===== src/rtl/decoder_2to4_hs.sv =====
// 2-to-4 one-hot decoder behind a 2-entry valid/ready skid buffer.
// Entries are stored already decoded so the outputs come straight off flops.
module decoder_2to4_hs (
    input  logic       clk,
    input  logic       rst_n,
    input  logic [1:0] Y,
    input  logic       V,
    input  logic       in_valid,
    output logic       in_ready,
    output logic       D3,
    output logic       D2,
    output logic       D1,
    output logic       D0,
    output logic       none,
    output logic       out_valid,
    input  logic       out_ack,
    output logic [7:0] dec_count
);

    typedef enum logic [1:0] {EMPTY, ONE, TWO} state_t;

    typedef struct packed {
        logic       none;
        logic [3:0] d;
    } entry_t;

    function automatic entry_t decode(input logic [1:0] y, input logic v);
        entry_t e;
        e.none = ~v;
        e.d    = v ? (4'b0001 << y) : 4'b0000;
        return e;
    endfunction

    state_t     state_q, state_d;
    entry_t     head_q, head_d;
    entry_t     skid_q, skid_d;
    logic [7:0] cnt_q, cnt_d;
    entry_t     new_entry;
    logic       accept, consume;

    assign in_ready  = (state_q != TWO);
    assign out_valid = (state_q != EMPTY);
    assign accept    = in_valid & in_ready;
    assign consume   = out_valid & out_ack;
    assign new_entry = decode(Y, V);

    // head is cleared whenever the buffer drains, so an empty block shows 0000 / none=0
    always_comb begin
        state_d = state_q;
        head_d  = head_q;
        skid_d  = skid_q;
        cnt_d   = cnt_q;

        if (consume && !head_q.none && cnt_q != 8'hff)
            cnt_d = cnt_q + 8'd1;

        case (state_q)
            EMPTY: begin
                if (accept) begin
                    head_d  = new_entry;
                    state_d = ONE;
                end
            end
            ONE: begin
                case ({accept, consume})
                    2'b10: begin
                        skid_d  = new_entry;
                        state_d = TWO;
                    end
                    2'b01: begin
                        head_d  = '0;
                        state_d = EMPTY;
                    end
                    2'b11:   head_d = new_entry;
                    default: ;
                endcase
            end
            TWO: begin
                if (consume) begin
                    head_d  = skid_q;
                    skid_d  = '0;
                    state_d = ONE;
                end
            end
            default: begin
                head_d  = '0;
                skid_d  = '0;
                state_d = EMPTY;
            end
        endcase
    end

    always_ff @(posedge clk) begin
        if (!rst_n) begin
            state_q <= EMPTY;
            head_q  <= '0;
            skid_q  <= '0;
            cnt_q   <= '0;
        end else begin
            state_q <= state_d;
            head_q  <= head_d;
            skid_q  <= skid_d;
            cnt_q   <= cnt_d;
        end
    end

    assign {none, D3, D2, D1, D0} = head_q;
    assign dec_count              = cnt_q;

endmodule


===== config.mk =====
export PLATFORM = sky130hd
export DESIGN_NAME = decoder_2to4_hs
export DESIGN_NICKNAME = d
export VERILOG_FILES = /design/src/rtl/decoder_2to4_hs.sv
export SDC_FILE = /design/constraint.sdc
export NUM_CORES = 1
export LEC_CHECK = 0
export ABC_AREA = 1
export CORE_UTILIZATION = 54
export CTS_CLUSTER_SIZE = 8
export DETAILED_ROUTE_END_ITERATION = 7
export GPL_ROUTABILITY_DRIVEN = 0
export GPL_TIMING_DRIVEN = 1
export PLACE_DENSITY_LB_ADDON = 0.05
export SLEW_MARGIN = 40
export SYNTH_ARGS = -nofsm -noshare
export SYNTH_HDL_FRONTEND = slang
export SYNTH_SLANG_ARGS = --single-unit

===== constraint.sdc =====
create_clock -name clk -period 4.5 [get_ports clk]
set_input_delay 0.9 -clock clk [delete_from_list [all_inputs] [get_ports clk]]
set_output_delay 0.9 -clock clk [all_outputs]
set_load 0.01 [all_outputs]

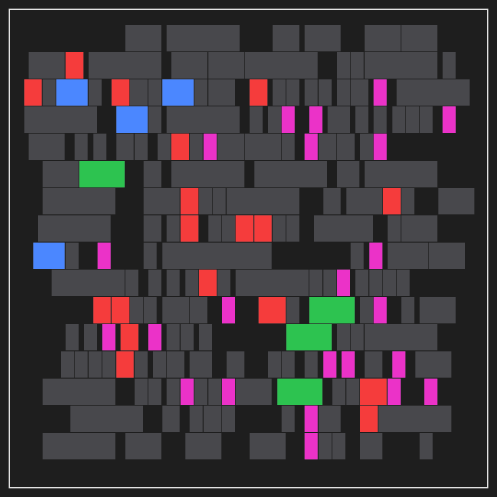
gate_families.png
(10 px per um)
legend:
  green:
    family: adder and majority cells
    cells: 4
  blue:
    family: XOR/XNOR gates
    cells: 4
    where: north-west
  magenta:
    family: inverters
    cells: 23
  red:
    family: inverting AOI/OAI gates
    cells: 18
logic share of the area: 44.7%
Non-Filler Instances: 227
most frequent logic cell in the layout: nand2_1

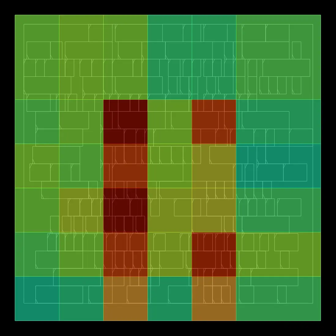
final_congestion.png
Tot GR Track Use: 23.5%
fin util: 72.1%
met1 Track Usage GR: 32.3%

==> notes.md <==
flow finished, numbers: drt first pass iters=4, Worst Hold Class=reg2reg, Worst Path Class, Setup=reg2out, end of the critical path=out_valid, Final period util=around 58%, register area share after synthesis=a little over a third, hpwl dp=around 1.9 mm, Reg-to-Reg Start=state_q[0]$_SDFFE_PN0P_, area post-placement=0.00136 mm2, yosys cell count=between 150 and 200, post-CTS sizing=0, Worst Setup Slack, final=1.89 ns, Crit Path Max Fanout=8, status=completed, unrepaired setup endpoints after global routing=no, Synth cell types=21, Rel. slew slack=approximately 70%, layout net count=approximately 210, maximum vdd drop=0.000244 V, post-route cell area=0.00142 mm2, Critical Path RT=3.60 ns, flop2flop setup slack=2.68 ns, area added between synthesis and finish=25.5%, Post-DRT Antenna Nets=0, initial antenna violation count=0, clk_lat worst skew=roughly 0.31 ns, Avg Vias per Cell=between 5 and 6, overall power=~450 uW, reg2reg end=skid_q[1]$_SDFFE_PN0P_
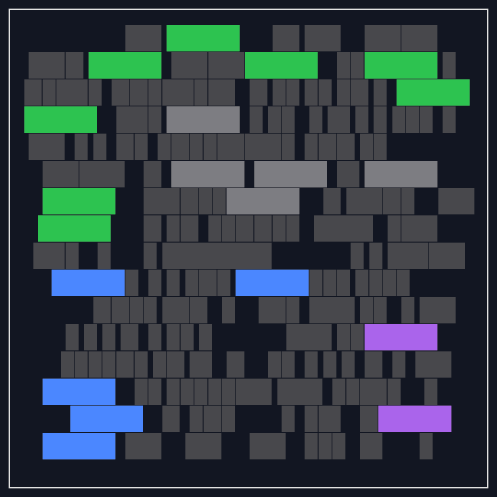
registers.png
(10 px per um) Other sequential cells in the stronger grey, the rest of the logic in the fainter grey.
legend:
  green:
    name_in_the_netlist: dec_count
    sequential_cells: 8
  blue:
    name_in_the_netlist: skid_q
    sequential_cells: 5
    where: south-west
  purple:
    name_in_the_netlist: state_q
    sequential_cells: 2
not coloured: 5
P_seq: 200 uW
FF+latch area: 400 um2
sequential share of cell area: 28.3%

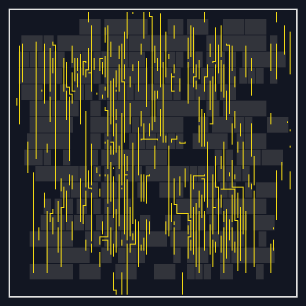
met2.png
(6 px per um)
share of all routed wire: 46%
main direction: vertical
longest straight run: 24.0 um

kinds of logic after synthesis:
family / share of synthesized area (%)
simple gates: 40.1
xor+xnor: 3.11
buf+inv: 8.43
flops: 35.5
fa+ha+maj: 4.44
compound gates: 8.43
synth_stat cells:
cell type | number | area share, %
nand2_1 | 53 | 18
nor2_1 | 31 | 10
inv_1 | 21 | 7.0
dfxtp_1 | 20 | 36
nand3_1 | 13 | 5.8
a21oi_1 | 11 | 4.9
o21ai_0 | 5 | 2.2
ha_1 | 4 | 4.4
a211oi_1 | 2 | 1.3
inv_2 | 2 | 0.67
nand4_1 | 2 | 1.1
nor2_2 | 2 | 1.1
xnor2_1 | 2 | 1.6
xor2_1 | 2 | 1.6
buf_2 | 1 | 0.44
clkbuf_1 | 1 | 0.33
nand2_2 | 1 | 0.56
nand2_4 | 1 | 1.0
nand3b_1 | 1 | 0.67
nor3_1 | 1 | 0.44
nor3_4 | 1 | 1.4
routing by layer:
layer / GRT usage [%] / up-vias / part of all wire, %
li1: - / 600 / -
met1: 32.3 / 510 / 45
met2: 37.0 / 48 / 46
met3: 4.53 / 2 / 8.0
met4: 7.78 / 0 / 0.55
met5: 0 / - / 0
power breakdown:
part           switching [uW]  internal [uW]
Combinational            60.0           38.5
Sequential               10.3            190
Clock                    60.0           90.1
Total                     130            319
state kept, by name (all words and copies together) (netlist names):
name and count:
dec_count 8, skid_q 5, state_q 2, D0 1
D1 1, D2 1, D3 1, none 1
critical path: stages (launching register included):
cell             delay (ns)
dfxtp_1                0.39
nor2_2                 0.39
inv_1                  0.12
clkdlybuf4s50_1        0.50
cell type report:
class	instances	area [um2]
clock buffer	3	22.5
timing repair buffer	21	210
multi-input combinational	132	632
clock inverter	1	30.0
inverter	23	86.3
tap	27	33.8
fill	176	547
sequential	20	400
Power figures rest on the tool's default switching activity, not on a simulated workload.
